`src/rtl/traffic_phase_ctrl_pkg.sv`:
```
// Shared types, lamp constants and phase helpers for the traffic phase controller.
// The TLC_PED_EN macro adds pedestrian service in the controller and its interface.
package tlc_pkg;

  typedef enum logic [2:0] {
    NS_GREEN  = 3'd0,
    NS_YELLOW = 3'd1,
    ALLRED_A  = 3'd2,
    EW_GREEN  = 3'd3,
    EW_YELLOW = 3'd4,
    ALLRED_B  = 3'd5
  } state_t;

  localparam logic [2:0] LAMP_R = 3'b100;
  localparam logic [2:0] LAMP_Y = 3'b010;
  localparam logic [2:0] LAMP_G = 3'b001;

  function automatic int unsigned phase_dur(state_t s, int unsigned green_s,
                                            int unsigned yellow_s, int unsigned allred_s);
    case (s)
      NS_GREEN, EW_GREEN:   return green_s;
      NS_YELLOW, EW_YELLOW: return yellow_s;
      default:              return allred_s;
    endcase
  endfunction

  function automatic state_t next_phase(state_t s);
    case (s)
      NS_GREEN:  return NS_YELLOW;
      NS_YELLOW: return ALLRED_A;
      ALLRED_A:  return EW_GREEN;
      EW_GREEN:  return EW_YELLOW;
      EW_YELLOW: return ALLRED_B;
      default:   return NS_GREEN;
    endcase
  endfunction

  function automatic logic is_legal(state_t s);
    return 3'(s) <= 3'(ALLRED_B);
  endfunction

  function automatic logic is_green(state_t s);
    return (s == NS_GREEN) || (s == EW_GREEN);
  endfunction

  function automatic logic is_allred(state_t s);
    return (s == ALLRED_A) || (s == ALLRED_B);
  endfunction

  function automatic logic dur_ok(int unsigned d, int unsigned w);
    return (d >= 1) && (64'(d) <= ((64'd1 << w) - 64'd1));
  endfunction

endpackage

```
`src/rtl/traffic_phase_ctrl_if.sv`:
```
// Tick input and lamp/countdown outputs of the traffic phase controller.
// With TLC_PED_EN defined, ped_req and walk are carried as well.
interface traffic_phase_ctrl_if #(parameter int unsigned CNT_W = 8);
  logic             tick;
  logic [2:0]       ns_light;
  logic [2:0]       ew_light;
  logic [CNT_W-1:0] countdown;
  logic [2:0]       phase;
`ifdef TLC_PED_EN
  logic             ped_req;
  logic             walk;

  modport master (output tick, output ped_req,
                  input ns_light, input ew_light, input countdown, input phase, input walk);
  modport slave  (input tick, input ped_req,
                  output ns_light, output ew_light, output countdown, output phase, output walk);
`else
  modport master (output tick,
                  input ns_light, input ew_light, input countdown, input phase);
  modport slave  (input tick,
                  output ns_light, output ew_light, output countdown, output phase);
`endif
endinterface

```
`src/rtl/traffic_phase_ctrl_phase_timer.sv`:
```
// Loadable down-counter timing the current phase; expire flags the tick that ends it.
module phase_timer #(
  parameter int unsigned CNT_W   = 8,
  parameter int unsigned RST_VAL = 1
) (
  input  logic             clk,
  input  logic             rst_n,
  input  logic             load,
  input  logic [CNT_W-1:0] load_val,
  input  logic             tick,
  output logic [CNT_W-1:0] count,
  output logic             expire
);

  always_ff @(posedge clk) begin
    if (!rst_n)
      count <= CNT_W'(RST_VAL);
    else if (load)
      count <= load_val;
    else if (tick)
      count <= count - CNT_W'(1);
  end

  assign expire = tick && (count == CNT_W'(1));

endmodule

```
`src/rtl/traffic_phase_ctrl.sv`:
```
// Two-way intersection phase sequencer driven by a 1 Hz tick enable.
// Optional pedestrian walk service is built when TLC_PED_EN is defined.
module traffic_phase_ctrl
  import tlc_pkg::*;
#(
  parameter int unsigned GREEN_S  = 10,
  parameter int unsigned YELLOW_S = 3,
  parameter int unsigned ALLRED_S = 1,
  parameter int unsigned CNT_W    = 8
`ifdef TLC_PED_EN
  ,
  parameter int unsigned PED_CUT_S = 3,
  parameter int unsigned WALK_S    = 5
`endif
) (
  input  logic                 clk,
  input  logic                 rst_n,
  traffic_phase_ctrl_if.slave  bus
);

`ifdef TLC_PED_EN
  localparam logic DUR_BAD = !dur_ok(PED_CUT_S, CNT_W) || !dur_ok(WALK_S, CNT_W);
`else
  localparam logic DUR_BAD = 1'b0;
`endif

  if (!dur_ok(GREEN_S, CNT_W) || !dur_ok(YELLOW_S, CNT_W) ||
      !dur_ok(ALLRED_S, CNT_W) || DUR_BAD) begin : g_bad_duration
    $error("traffic_phase_ctrl: every duration must be in 1..2^CNT_W-1");
  end

  state_t           state_q, state_d;
  logic             load;
  logic [CNT_W-1:0] load_val;
  logic [CNT_W-1:0] count;
  logic             expire;
  logic [2:0]       ns_q, ew_q, ns_d, ew_d;
`ifdef TLC_PED_EN
  logic             ped_pend, serve, walk_q, walk_d;
`endif

  phase_timer #(.CNT_W(CNT_W), .RST_VAL(ALLRED_S)) u_timer (
    .clk      (clk),
    .rst_n    (rst_n),
    .load     (load),
    .load_val (load_val),
    .tick     (bus.tick),
    .count    (count),
    .expire   (expire)
  );

  always_ff @(posedge clk) begin
    if (!rst_n) begin
      state_q  <= ALLRED_B;
      ns_q     <= LAMP_R;
      ew_q     <= LAMP_R;
`ifdef TLC_PED_EN
      ped_pend <= 1'b0;
      walk_q   <= 1'b0;
`endif
    end else begin
      state_q  <= state_d;
      ns_q     <= ns_d;
      ew_q     <= ew_d;
`ifdef TLC_PED_EN
      // A request on the serving edge itself stays pending for the next cycle.
      ped_pend <= (ped_pend & ~serve) | bus.ped_req;
      walk_q   <= walk_d;
`endif
    end
  end

  always_comb begin
    state_d  = state_q;
    load     = 1'b0;
    load_val = CNT_W'(ALLRED_S);
`ifdef TLC_PED_EN
    serve    = 1'b0;
`endif
    if (!is_legal(state_q)) begin
      state_d = ALLRED_B;
      load    = 1'b1;
    end else if (expire) begin
      state_d  = next_phase(state_q);
      load     = 1'b1;
      load_val = CNT_W'(phase_dur(state_d, GREEN_S, YELLOW_S, ALLRED_S));
`ifdef TLC_PED_EN
      if (is_allred(state_d) && ped_pend) begin
        serve    = 1'b1;
        load_val = CNT_W'(WALK_S);
      end
`endif
    end
`ifdef TLC_PED_EN
    else if (bus.tick && is_green(state_q) && ped_pend && (count > CNT_W'(PED_CUT_S))) begin
      load     = 1'b1;
      load_val = CNT_W'(PED_CUT_S);
    end
`endif
  end

  always_comb begin
    ns_d = LAMP_R;
    ew_d = LAMP_R;
    case (state_d)
      NS_GREEN:  ns_d = LAMP_G;
      NS_YELLOW: ns_d = LAMP_Y;
      EW_GREEN:  ew_d = LAMP_G;
      EW_YELLOW: ew_d = LAMP_Y;
      default:   ;
    endcase
`ifdef TLC_PED_EN
    if (serve)
      walk_d = 1'b1;
    else if (state_d != state_q)
      walk_d = 1'b0;
    else
      walk_d = walk_q;
`endif
  end

  assign bus.ns_light  = ns_q;
  assign bus.ew_light  = ew_q;
  assign bus.countdown = count;
  assign bus.phase     = 3'(state_q);
`ifdef TLC_PED_EN
  assign bus.walk      = walk_q;
`endif

endmodule
```
`src/flat_wrapper.sv`:
```
// flat-port wrapper written by rule: the top's interface ports become plain ports
module traffic_phase_ctrl_flat import tlc_pkg::*;
#(
  parameter int unsigned GREEN_S  = 10,
  parameter int unsigned YELLOW_S = 3,
  parameter int unsigned ALLRED_S = 1,
  parameter int unsigned CNT_W    = 8

)
  (clk, rst_n, bus_tick, bus_ns_light, bus_ew_light, bus_countdown, bus_phase);
  traffic_phase_ctrl_if #(.CNT_W(CNT_W)) bus_i ();
  input  logic clk;
  input  logic rst_n;
  input wire logic [$bits(bus_i.tick)-1:0] bus_tick;
  output wire logic [$bits(bus_i.ns_light)-1:0] bus_ns_light;
  output wire logic [$bits(bus_i.ew_light)-1:0] bus_ew_light;
  output wire logic [$bits(bus_i.countdown)-1:0] bus_countdown;
  output wire logic [$bits(bus_i.phase)-1:0] bus_phase;
  assign bus_i.tick = bus_tick;
  assign bus_ns_light = bus_i.ns_light;
  assign bus_ew_light = bus_i.ew_light;
  assign bus_countdown = bus_i.countdown;
  assign bus_phase = bus_i.phase;
  traffic_phase_ctrl #(.GREEN_S(GREEN_S), .YELLOW_S(YELLOW_S), .ALLRED_S(ALLRED_S), .CNT_W(CNT_W)) u_core (.clk(clk), .rst_n(rst_n), .bus(bus_i));
endmodule
```
`config.mk`:
```
export PLATFORM = sky130hd
export DESIGN_NAME = traffic_phase_ctrl_flat
export DESIGN_NICKNAME = d
export VERILOG_FILES = /design/src/rtl/traffic_phase_ctrl_pkg.sv /design/src/rtl/traffic_phase_ctrl_if.sv /design/src/rtl/traffic_phase_ctrl_phase_timer.sv /design/src/rtl/traffic_phase_ctrl.sv /design/src/flat_wrapper.sv
export SDC_FILE = /design/constraint.sdc
export NUM_CORES = 1
export LEC_CHECK = 0
export ABC_AREA = 0
export CORE_MARGIN = 2
export CORE_UTILIZATION = 35
export DETAILED_ROUTE_END_ITERATION = 10
export SLEW_MARGIN = 20
export SYNTH_ARGS = -nofsm -noshare
export SYNTH_HDL_FRONTEND = slang
export SYNTH_HIERARCHICAL = 1
export SYNTH_SLANG_ARGS = --single-unit
export TNS_END_PERCENT = 1
```
`constraint.sdc`:
```
create_clock -name clk -period 2.1 [get_ports clk]
set_input_delay 0.315 -clock clk [delete_from_list [all_inputs] [get_ports clk]]
set_output_delay 0.315 -clock clk [all_outputs]
set_load 0.01 [all_outputs]
```
==> run_1/flops_by_reg.png <==
Other sequential cells in the stronger grey, the rest of the logic in the fainter grey.
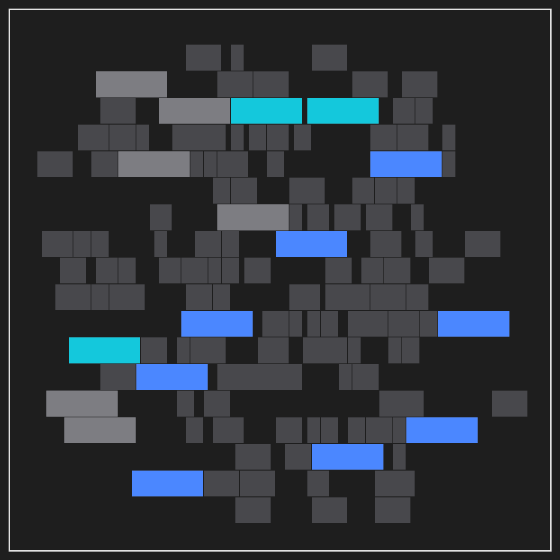
signal	colour	flops
u_core/u_timer/count	blue	8
u_core/bus.ns_light	cyan	3
not coloured	6
register area: 340.3 µm²
sequential share of cell area: 28.72%
final core utilization: 47.83%
P_seq: 0.570 mW

==> run_1/power_grid.png <==
Pins as bars on the die edge.
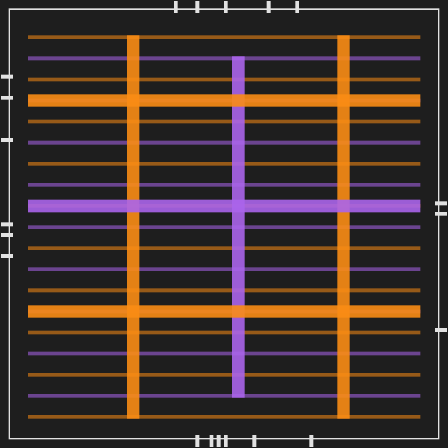
net	colour
VDD	purple
VSS	orange
met5 straps	3
signal pins	20
rows	18
met1 rails	19
die boundary height: 55.19 µm
die width: 55.19 µm
maximum resistive drop on vdd: 0.6803 mV
core area: 2477 µm²

==> run_1/clocks.png <==
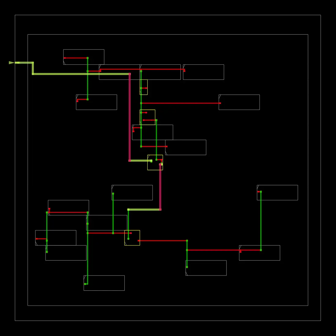
Clock Power: 0.174 mW
flip-flops: 17

==> run notes, run 1 <==
The report lists the number of standard-cell rows as 18. The tightest min-delay check is of the reg2reg type. The final timing report counts setup violations totalling 0. After detailed placement, the design holds a cell count of 154. The number of antenna repair diodes came out at 0. Looking at the hold checks, the worst path lands on u_core/bus.phase[0]$_SDFF_PN1_.

In the final routing, the length of wire on met1 measures 906 µm. Power share of the clock group: 11.0%. The post-CTS setup-driven buffer insertion count came out at 0.

TritonCTS built the clock tree. Counting every instance in the synthesized netlist gives 102. The count of inverters other than clock inverters in the layout works out to 4.

With the non-clock buffer total of the final layout at 25, the synthesized chip area reported by yosys is 917.1 µm². After synthesis, the share of flip-flops with an asynchronous set or reset is 0%. The met3 usage in global routing was 3.226%; the fraction of cell area in non-clock buffers was 19.85%. The tools report the post-layout net count as 134.

The flow reports that sequential cells draw 36.0% of the design power. With the largest stage delay on the critical path at 0.63 ns, the count of placed standard cells in the final layout, fillers left out is 158. The most frequent standard cell in the layout excluding fill and tap cells is clkdlybuf4s50_1.

The first global-routing pass estimated 3.256 mm of wire. The tools report the sequential cell area fraction in the yosys report as 37.11%. In the final run the clock tree shows a worst skew of 0.006233 ns.

The final critical path takes up 87.94% of the cycle. The proportion of layout cells with a drive suffix above 1 was 11.72%; the clock buffer instance count of the final layout was 4. The number of enable flip-flop cells works out to 0. Across the whole layout, multi-input logic makes up 44.77% of the cell area. Across the placement rows, the number of tap cells is 30.

Dividing total power by cell area gives a power density of 1335 nW/µm². The logs give 1.979 mm for the total wirelength of the detailed-routed design and 59 µm for the routed wire length on met3. For the global routing met1 resource utilization, the log shows 17.18%. The clock distribution area overhead in the final layout is 2.218%. The logs give 0 for the post-detailed-route count of antenna-violating nets and 0 for the max-cap violation count. A synthesized cell averages 8.991 µm². The synthesized netlist contains 43 unique library cells. With the CTS H-tree depth at 1, the combinational group power is 0.838 mW. The global routing stage identified its most utilized layer as met2. Leaving out buffers and inverters, the combinational logic in the layout accounts for 530.5 µm². Before any placement, the netlist area is recorded as 917.1 µm².

For reference, the final report shows the hold violation count at 0. Launching instance or port of the critical path: u_core/bus.phase[2]$_SDFF_PN1_. Looking at the worst setup and hold paths, the clock pins of their registers show a slew of 0.09 ns. The tools report the minimum setup slack among reg-to-reg paths as 0.28 ns. The worst setup path is of the reg2out kind. The flow reports an fmax of 0.5415 GHz.

The most critical setup path has its endpoint at bus_phase[2]. With the initial cell density of the core at 37.02%, the number of buffers inserted during clock tree synthesis is 3. In the power breakdown, the biggest contributor is combinational cells. Ranked by total area, the top cell class in this layout is multi-input combinational cells.

Global placement routability congestion: 0.7491. Largest delay contributor family on the critical path: buffers and inverters. The run gives 1.53 ns as the data arrival time of the worst path. The cell count of the worst hold path was 2. Per the timing report, the most critical flop-to-flop path finishes at u_core/u_timer/count[7]$_SDFFE_PN0P_. For this design, Yosys synthesis ends with a cell count of 102. The hold buffer count at CTS was 0. The run gives 40.17% for the fraction of power spent switching nets. The part of the total power dissipated in combinational logic is 53.0%. The post-synth register bit count is 17. At the worst endpoint, the required time is 1.78 ns.

With the instance count on the critical path at 1, the sum of overflow across all layers after global routing is 0. The mean routed wirelength per cell was 12.53 µm. The tools report the leakage power of the design as 0.4719 nW.

The overall power of the completed layout was 1.582 mW. Looking at the critical path, the highest net fanout was 15. For reference, the critical path cell chain is clkdlybuf4s50_1. The Yosys warning count is 6, and the multi-input combinational cell count is 78. The buffering stage count on the worst path with inverters included is 1, and the count of tool warnings is 27.

Among all flip-flop cells after synthesis, the most frequent one is dfxtp_1. The area of the die is 3046 µm², and the placed instance area is 1159 µm². With the post-layout minimum cycle time at 1.847 ns, the path depth of the worst reg2reg path is 6.

The detailed router finished its first iteration with 12 violations. Number of buffers on the longest clock path: 2. In the final layout, the fill cell count is 259. The internal power of the cells totals 0.9465 mW. The number of antenna violations at the first check in global routing is 0. For reference, the final report shows the max-slew violation count at 0. The number of vias in the routed layout was 801; the post-layout instance area was 1185 µm². Among all stages on the critical path, the largest delay is contributed by clkdlybuf4s50_1. In this run the layout overhead on the synthesized area is reported as 29.20%. The largest net degree at the start of global routing came out at 16.

Setup repair after global routing left no endpoint under its margin. Global routing used 15.10% of the available tracks. According to the report, the first pass of detailed routing completed in 4 iterations. After routing, the total negative slack on setup checks comes to 0 ns. The run finished with clean final reports.

For the half-perimeter wire length after placement, the log shows 1.505 mm. The start point of the worst min-delay path is u_core/bus.phase[1]$_SDFF_PN0_. For the CTS sink count, the log shows 17. As reported, the later end of the worst-skew pair has a clock insertion delay of 0.29 ns. STA classifies the critical path startpoint as a register. The routed design shows a via density per instance of 5.070. The top layer used by detailed routing was met4.

For this run, design rule violations remaining after detail routing come to 0. The switching power was 0.6355 mW; the count of buffers inserted at the top-level ports was 19. Per the cell usage report, the commonest logic cells after layout are clkdlybuf4s50_1 (19), dfxtp_1 (17), nor3_1 (8), nand2_1 (8), buf_4 (6).

For this design the top-level I/O count stands at 20. The post-cts repair resize count was 0. For the worst reg-to-reg path, the startpoint reported by OpenROAD is u_core/u_timer/count[4]$_SDFFE_PN0P_.

Routing resource usage on met2 recorded by global route was 27.18%.
## run 1: registers in the layout, summed over array words and instances, names as in the netlist
register	count
u_core/bus.ew_light	3
u_core/bus.ns_light	3
u_core/bus.phase	3
u_core/u_timer/count	8
## run 1: kinds of logic (layout without fill, tap and decap cells)
| kind of cell | Yosys count | in the layout | synth area share (%) |
|---|---|---|---|
| and+or+nand+nor | 40 | 40 | 28.38 |
| adders and majority gates | 2 | 2 | 2.728 |
| AOI/OAI and AO/OA | 24 | 24 | 17.87 |
| xor gates and xnor gates | 6 | 6 | 5.730 |
| other | 1 | 5 | 0.4089 |
| DFF | 17 | 17 | 37.11 |
| buffers and inverters | 11 | 33 | 6.684 |
| muxes | 1 | 1 | 1.091 |
## run 1: cell usage after synthesis, types with 2 or more instances
master / instances / area (µm²)
o21ai_0: 5 / 25.02
nor2_1: 2 / 7.510
dfxtp_1: 17 / 340.3
inv_1: 3 / 11.26
buf_6: 2 / 22.52
nor2b_1: 2 / 12.51
o211ai_1: 2 / 15.01
o21a_1: 3 / 22.52
ha_1: 2 / 25.02
nand2b_1: 3 / 18.77
xnor2_1: 4 / 35.03
buf_2: 4 / 20.02
a21oi_1: 4 / 20.02
nand3_1: 3 / 15.01
nor3_1: 8 / 40.04
nand2_1: 8 / 30.03
a21boi_1: 2 / 15.01
and3_1: 2 / 12.51
xor2_1: 2 / 17.52
## run 1: per-stage QoR
step / util [%] / hold WS [ns] / worst slack (ns)
after detailed placement: 46.77 / 0.5301 / 0.08233
after global placement: 46.77 / 0.5341 / 0.1308
after CTS: 47.83 / 0.5443 / 0.2391
final: 47.83 / 0.5477 / 0.2533
after global routing: 47.83 / 0.5998 / 0.1525
after floorplan: - / 0.3868 / 0.2281
## Run 2: what changed since run 1
--- a/config.mk
+++ b/config.mk
@@ -6,9 +6,11 @@
 export NUM_CORES = 1
 export LEC_CHECK = 0
 export ABC_AREA = 0
+export CAP_MARGIN = 5
 export CORE_MARGIN = 2
 export CORE_UTILIZATION = 35
 export DETAILED_ROUTE_END_ITERATION = 10
+export PLACE_DENSITY_LB_ADDON = 0.08
 export SLEW_MARGIN = 20
 export SYNTH_ARGS = -nofsm -noshare
 export SYNTH_HDL_FRONTEND = slang
==> run_2/flops_by_reg.png <==
Other sequential cells in the stronger grey, the rest of the logic in the fainter grey.
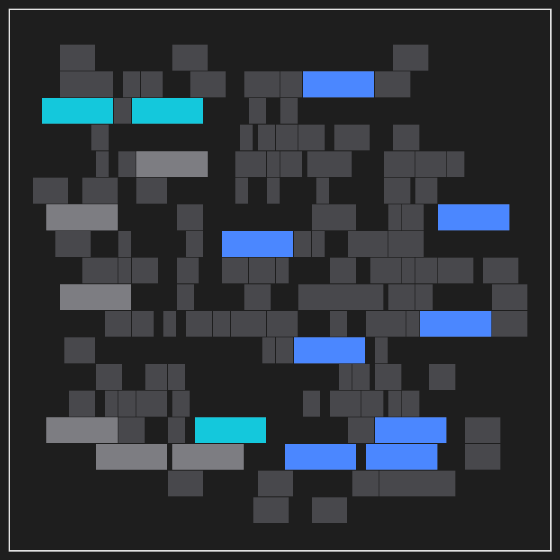
signal	colour	flops
u_core/u_timer/count	blue	8
u_core/bus.ns_light	cyan	3
not coloured	6
sequential share of cell area: 28.66%
P_seq: 0.577 mW
final core utilization: 47.93%

==> run notes, run 2 <==
The run gives 0.5386 GHz (was 0.5415 GHz) for the achievable frequency. The via-per-instance ratio works out to 5.108 (was 5.070). The count of filler cells inserted in the layout came out at 253 (was 259).

The global placement routability congestion is 0.7620 (was 0.7491), and the final tally of max-slew violations is 0 (unchanged). The floorplan die height was 55.19 µm (unchanged); the half-perimeter wire length after placement was 1.522 mm (was 1.505 mm). The run gives 0 (unchanged) for the number of enable flip-flop cells. The met2 track utilization from global routing came out at 27.38% (was 27.18%). TritonCTS built the clock tree. The number of buffers on the longest clock path is 2 (unchanged). The run gives 1.984 mm (was 1.979 mm) as the total wirelength of the detailed-routed design. Number of placed instances with taps included: 153 (was 154).

The run gives 1330 nW/µm² (was 1335 nW/µm²) for the power density of the placed cells. The post-synthesis cell type with the largest combined area is dfxtp_1 (unchanged). The logs give 0 (unchanged) for the sum of overflow across all layers after global routing and 5.376% (was 3.226%) for the met3 usage in global routing.

The routed wire length on met3 was 92 µm (was 59 µm). The flow ran to the end, and the final reports show no timing, DRC or antenna violations. Leading cell types in the layout, fill and taps excluded: clkdlybuf4s50_1 (19), dfxtp_1 (17), nor3_1 (8), nand2_1 (8) (was clkdlybuf4s50_1 (19), dfxtp_1 (17), nor3_1 (8), nand2_1 (8), buf_4 (6)). The area fraction of the dominant cell type after synthesis is 37.11% (unchanged).

The most frequent standard cell in the layout excluding fill and tap cells was clkdlybuf4s50_1 (unchanged). The run gives 1.54 ns (was 1.53 ns) for the data arrival time of the worst path. Most numerous cell types in the synthesized netlist: dfxtp_1 (17), nand2_1 (8), nor3_1 (8), o21ai_0 (5) (unchanged). The core outline area was 2477 µm² (unchanged). The post-CTS setup-driven buffer insertion count is 0 (unchanged), and the remaining design rule violation count is 0 (unchanged). The logs give 17 (unchanged) for the CTS sink count and 747 (was 771) for the number of global-route vias before repair. With the number of cell instances after yosys synthesis at 102 (unchanged), the Yosys warning count is 6 (unchanged). The synthesized instance count was 102 (unchanged); the max-cap violation count was 0 (unchanged). The setup total negative slack came out at 0 ns (unchanged). The register with the highest flop count was u_core/u_timer/count (unchanged). The number of antenna repair diodes was 0 (unchanged).

The leakage power of the design was 0.4728 nW (was 0.4719 nW). Horizontal die dimension: 55.19 µm (unchanged). The distinct cell type count after synthesis came out at 43 (unchanged). For the sequential cell area fraction in the yosys report, the log shows 37.11% (unchanged).

The synthesized area per cell was 8.991 µm² (unchanged). The sum of routed wire segments on met1 is 836 µm (was 906 µm). The mean routed wirelength per cell is 12.64 µm (was 12.53 µm), and the worst hold-check slack is 0.5400 ns (was 0.5477 ns).

The tools report the clock skew as 0.003794 ns (was 0.006233 ns). The run gives 0 (unchanged) as the total of endpoints with negative setup slack in the final report. The global routing met1 resource utilization was 17.32% (was 17.18%). Setup repair after global routing left no endpoint under its margin. Number of failing hold endpoints at the final stage: 0 (unchanged).

The largest stage delay on the critical path works out to 0.63 ns (about the same). Startpoint kind of the worst setup timing path: a register (unchanged). With the post-synthesis register bit count at 17 (unchanged), the number of buffers inserted during clock tree synthesis is 3 (unchanged). The run gives 1.78 ns (about the same) for the data required time at the worst endpoint. The count of tool warnings was 27 (unchanged); the area of the die was 3046 µm² (unchanged).

The slowest stage cell on the critical path was clkdlybuf4s50_1 (unchanged). The number of cell rows is 18 (unchanged), and the proportion of layout cells with a drive suffix above 1 is 11.81% (was 11.72%). The count of buffers inserted at the top-level ports works out to 19 (unchanged).

The run gives 157 (was 158) for the count of placed standard cells in the final layout, fillers left out. The synthesized chip area reported by yosys was 917.1 µm² (unchanged). The class of the tightest hold or removal check is reg2reg (unchanged).

The post-layout net count was 133 (was 134). The peak-usage layer in the global routing report was met2 (unchanged). The wire length of the first global-routing pass came out at 3.243 mm (was 3.256 mm).

The iteration-0 DRC count of the detailed router was 13 (was 12); the overall routing resource usage was 15.49% (was 15.10%). The critical setup path kind is reg2out (unchanged). The fraction of registers with async set/reset works out to 0% (unchanged).

The tools report the worst setup slack after placement as -0.03043 ns (was 0.08233 ns). The clock transition at the register clock pins on the worst setup and hold paths after CTS is 0.10 ns (was 0.09 ns). The first-pass iteration count of the detailed router was 4 (unchanged); the post-detailed-route count of antenna-violating nets was 0 (unchanged). Cell chain of the critical path: clkdlybuf4s50_1 (unchanged). The worst vdd rail ir drop is 0.7721 mV (was 0.6803 mV).

The run gives 1 (unchanged) for the CTS H-tree depth. The number of vias in the routed layout is 802 (was 801). Initial cell density of the core: 37.02% (unchanged). The prevailing post-synth register cell was dfxtp_1 (unchanged). The run gives 1151 µm² (was 1159 µm²) for the placed instance area. The hold buffer count at CTS came out at 0 (unchanged).
[run 2: final timing paths]
path | startpoint | end | slack, ns | cells after the start
max | u_core/bus.phase[2]$_SDFF_PN1_ | bus_phase[2] | 0.24 | 1
min | u_core/bus.phase[1]$_SDFF_PN0_ | u_core/bus.phase[0]$_SDFF_PN1_ | 0.54 | 2
max reg2reg | u_core/u_timer/count[4]$_SDFFE_PN0P_ | u_core/u_timer/count[7]$_SDFFE_PN0P_ | 0.25 | 6
min reg2reg | u_core/bus.phase[1]$_SDFF_PN0_ | u_core/bus.phase[0]$_SDFF_PN1_ | 0.54 | 2
[run 2: cell families (layout without fill, tap and decap cells)]
logic type | count (synthesis) | in the layout | synth area share (%)
compound gates | 24 | 24 | 17.87
mux | 1 | 1 | 1.091
fa+ha+maj | 2 | 2 | 2.728
other cells | 1 | 5 | 0.4089
xor+xnor | 6 | 6 | 5.730
simple gates | 40 | 40 | 28.38
flops | 17 | 17 | 37.11
buf+inv | 11 | 32 | 6.684
[run 2: cell type report]
| cell class | count | area [µm²] | area share, % |
|---|---|---|---|
| sequential | 17 | 340.3 | 28.66 |
| multi-input combinational | 78 | 539.3 | 45.42 |
| timing repair buffer | 24 | 227.7 | 19.18 |
| clock inverter | 1 | 5.005 | 0.4215 |
| clock buffer | 3 | 22.52 | 1.897 |
| tap | 30 | 37.54 | 3.161 |
| inverter | 4 | 15.01 | 1.264 |
[run 2: tightest hold or removal path, delay by kind of cell (launching register included)]
kind          cells  cell delay [ns]
flops             1             0.33
simple gates      2             0.16
[run 2: report_power, final]
group / internal (mW) / switching (mW) / total, mW
clock network: 0.0708 / 0.106 / 0.176
logic: 0.445 / 0.380 / 0.826
registers: 0.425 / 0.152 / 0.577
total: 0.941 / 0.638 / 1.58
## Run 3: what changed since run 2
--- a/config.mk
+++ b/config.mk
@@ -7,9 +7,11 @@
 export LEC_CHECK = 0
 export ABC_AREA = 0
 export CAP_MARGIN = 5
-export CORE_MARGIN = 2
+export CORE_MARGIN = 5
 export CORE_UTILIZATION = 35
+export CTS_CLUSTER_DIAMETER = 80
 export DETAILED_ROUTE_END_ITERATION = 10
+export GPL_ROUTABILITY_DRIVEN = 0
 export PLACE_DENSITY_LB_ADDON = 0.08
 export SLEW_MARGIN = 20
 export SYNTH_ARGS = -nofsm -noshare
==> run_3/clocks.png <==
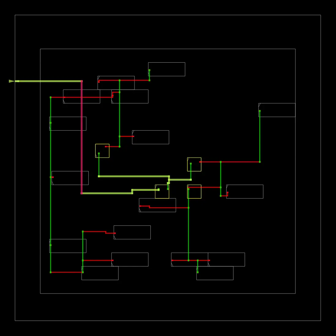
Clock Power: 0.187 mW
setup skew after layout: 0.009624 ns

==> run notes, run 3 <==
The area growth from synthesis to final layout was 28.79% (was 29.47%). For the hold buffer count at CTS, the log shows 0 (unchanged). The post-synthesis cell type with the largest combined area is dfxtp_1 (unchanged). For the CTS sink count, the log shows 17 (unchanged). With the total of endpoints with negative setup slack in the final report at 0 (unchanged), the horizontal die dimension is 61.19 µm (was 55.19 µm).

The synthesized instance count is 102 (unchanged), and the minimum setup slack among reg-to-reg paths is 0.23 ns (was 0.25 ns). The register with the highest flop count is u_core/u_timer/count (unchanged). With the post-cts repair resize count at 0 (unchanged), the number of global-route vias before repair is 734 (was 747).

Post-detailed-route count of antenna-violating nets: 0 (unchanged). The run gives 153 (unchanged) for the number of placed instances with taps included. With the floorplan die height at 61.19 µm (was 55.19 µm), the number of cell rows is 18 (unchanged). With the post-layout net count at 133 (unchanged), the via-per-instance ratio is 4.904 (was 5.108). The run gives 20 (unchanged) for the number of primary I/O pins. The number of flip-flops in the largest register was 8 (unchanged). The run gives 37.11% (unchanged) for the area fraction of the dominant cell type after synthesis. The run gives 3 (unchanged) for the number of buffers inserted during clock tree synthesis. The maximum net fanout on the critical path came out at 15 (unchanged). The startpoint kind of the worst setup timing path is a register (unchanged). The sum of overflow across all layers after global routing came out at 0 (unchanged). The logs give 0 (unchanged) for the remaining design rule violation count and 16 (unchanged) for the largest net degree at the start of global routing.

For the post-layout instance area, the log shows 1181 µm² (was 1187 µm²). The count of filler cells inserted in the layout is 240 (was 253), and the cell count of the worst hold path is 2 (unchanged). The slowest stage cell on the critical path is dfxtp_1 (was clkdlybuf4s50_1). For the number of cell instances after yosys synthesis, the log shows 102 (unchanged). Number of antenna repair diodes: 0 (unchanged).

The count of placed standard cells in the final layout, fillers left out is 157 (unchanged). For the wire length of the first global-routing pass, the log shows 3.325 mm (was 3.243 mm). Most numerous cell types in the synthesized netlist: dfxtp_1 (17), nand2_1 (8), nor3_1 (8), o21ai_0 (5) (unchanged).

The post-synthesis instance area was 917.1 µm² (unchanged); the number of antenna violations at the first check in global routing was 0 (unchanged). For the setup total negative slack, the log shows 0 ns (unchanged). The buffering stage count on the worst path with inverters included came out at 1 (unchanged). Post-layout minimum cycle time: 1.889 ns (was 1.857 ns). The start point of the worst min-delay path is u_core/u_timer/count[4]$_SDFFE_PN0P_ (was u_core/bus.phase[1]$_SDFF_PN0_). The logs give 1.969 mm (was 1.984 mm) for the total wirelength of the detailed-routed design and 0.5675 ns (was 0.5400 ns) for the worst hold-check slack. The tools report the number of vias in the routed layout as 770 (was 802). TritonCTS built the clock tree. With the data required time at the worst endpoint at 1.78 ns (about the same), the iteration-0 DRC count of the detailed router is 16 (was 13). The run gives 2500 µm² (was 2477 µm²) as the core outline area. With the distinct cell type count after synthesis at 43 (unchanged), the path depth of the worst reg2reg path is 7 (was 6).

The critical path endpoint category was an output port (unchanged). The run gives 1 (unchanged) as the CTS H-tree depth. The post-layout utilization of the core is 47.25% (was 47.93%). The run gives 0.30 ns (was 0.29 ns) for the clock latency on the worst-skew pair.

The run gives 340.3 µm² (unchanged) for the register area. The achievable frequency was 0.5294 GHz (was 0.5386 GHz); the largest stage delay on the critical path was 0.64 ns (was 0.63 ns). The number of buffers on the longest clock path came out at 2 (unchanged).

Setup repair after global routing left no endpoint under its margin. The run finished with clean final reports. The sequential cell area fraction in the yosys report is 37.11% (unchanged), and the count of buffers inserted at the top-level ports is 19 (unchanged). The synthesized area per cell is 8.991 µm² (unchanged), and the area of the multi-input gates is 530.5 µm² (was 539.3 µm²). The capture point of the worst reg-to-reg path is u_core/u_timer/count[6]$_SDFFE_PN0P_ (was u_core/u_timer/count[7]$_SDFFE_PN0P_).

The leakage power of the design is 0.4656 nW (was 0.4728 nW). The number of enable flip-flop cells is 0 (unchanged), and the number of failing hold endpoints at the final stage is 0 (unchanged). Largest delay contributor family on the critical path: flip-flops (was buffers and inverters).

The final cycle utilization of the critical path came out at 89.95% (was 88.41%). Top post-synthesis cells by area: dfxtp_1 (37%), nor3_1 (4.4%), xnor2_1 (3.8%) (unchanged). The Yosys warning count is 6 (unchanged). The mean routed wirelength per cell is 12.54 µm (was 12.64 µm). The sink of the worst hold path is u_core/u_timer/count[4]$_SDFFE_PN0P_ (was u_core/bus.phase[0]$_SDFF_PN1_). The max-cap violation count is 0 (unchanged).

Leading cell types in the layout, fill and taps excluded: clkdlybuf4s50_1 (19), dfxtp_1 (17), nor3_1 (8), nand2_1 (8) (unchanged). The fraction of registers with async set/reset was 0% (unchanged); the data arrival time of the worst path was 1.57 ns (was 1.54 ns). The area of the die is 3744 µm² (was 3046 µm²), and the half-perimeter wire length after placement is 1.462 mm (was 1.522 mm). For the final tally of max-slew violations, the log shows 0 (unchanged). The placed instance area came out at 1151 µm² (unchanged). Overall routing resource usage: 12.18% (was 15.49%). The class of the tightest hold or removal check is reg2reg (unchanged).

The tools report the first-pass iteration count of the detailed router as 4 (unchanged). Cell chain of the critical path: clkdlybuf4s50_1 (unchanged). The count of tool warnings came out at 27 (unchanged). Initial cell density of the core: 36.69% (was 37.02%).

Synthesized chip area reported by yosys: 917.1 µm² (unchanged). The run gives 1332 nW/µm² (was 1330 nW/µm²) for the power density of the placed cells. The run gives 11.81% (unchanged) for the proportion of layout cells with a drive suffix above 1. The tools report the post-CTS setup-driven buffer insertion count as 0 (unchanged). Launching instance or port of the critical path: u_core/bus.phase[2]$_SDFF_PN1_ (unchanged). Prevailing post-synth register cell: dfxtp_1 (unchanged). The post-synthesis register bit count was 17 (unchanged). The critical setup path kind was reg2out (unchanged).

The cell with the most instances after synthesis was dfxtp_1 (unchanged). The reg-to-reg critical path startpoint is u_core/u_timer/count[4]$_SDFFE_PN0P_ (unchanged). The worst vdd rail ir drop is 0.6265 mV (was 0.7721 mV), and the clock transition at the register clock pins on the worst setup and hold paths after CTS is 0.11 ns (was 0.10 ns).

The most frequent standard cell in the layout excluding fill and tap cells is clkdlybuf4s50_1 (unchanged). Cell at the root of the clock tree: clkbuf_4 (unchanged).
==> run 3: cell counts after synthesis <==
No cell type changed its count.
==> run 3: worst max-delay path by stage <==
stage,end,slack [ns],cells past startpoint
floorplan,u_core/u_timer/count[7]$_SDFFE_PN0P_,0.23,8
finish,bus_phase[2],0.21,1
global placement,u_core/u_timer/count[6]$_SDFFE_PN0P_,0.06,8
detailed placement,u_core/u_timer/count[6]$_SDFFE_PN0P_,0.05,8
CTS,bus_phase[2],0.20,1
global route,u_core/u_timer/count[6]$_SDFFE_PN0P_,0.04,7
==> run 3: metal layers <==
layer | up-vias | wire [µm] | track usage (%)
li1 | 408 | - | -
met3 | 2 | 109 | 4.822
met1 | 346 | 924 | 15.03
met5 | - | 0 | 0
met2 | 14 | 912 | 19.34
met4 | 0 | 22 | 4.025
==> run 3: cell families after synthesis <==
kind of cell               count (synthesis)  share of synthesized area, %
DFF                                       17                         37.11
xor gates and xnor gates                   6                         5.730
muxes                                      1                         1.091
adders and majority gates                  2                         2.728
AOI/OAI and AO/OA                         24                         17.87
buffers and inverters                     11                         6.684
other                                      1                        0.4089
and+or+nand+nor                           40                         28.38
==> run 3: power breakdown <==
part	internal [mW]	switching (mW)	total (mW)
Clock	0.0725	0.114	0.187
Sequential	0.425	0.145	0.570
Combinational	0.436	0.381	0.816
Total	0.933	0.640	1.57
==> run 3: per-stage QoR <==
stage               setup slack, ns  power, mW
floorplan                    0.2281      1.097
global placement            0.06231      1.400
detailed placement          0.04574      1.403
CTS                          0.1981      1.597
global route                0.04438      1.716
finish                       0.2111      1.573
==> run 3: layout make-up <==
cell class                 count  share of cell area (%)
clock buffer                   3                   1.907
timing repair buffer          24                   19.28
tap                           30                   3.178
clock inverter                 1                  0.6356
inverter                       4                   1.271
multi-input combinational     78                   44.92
sequential                    17                   28.81
No activity file was given, so power comes from the tool's default toggle rates.
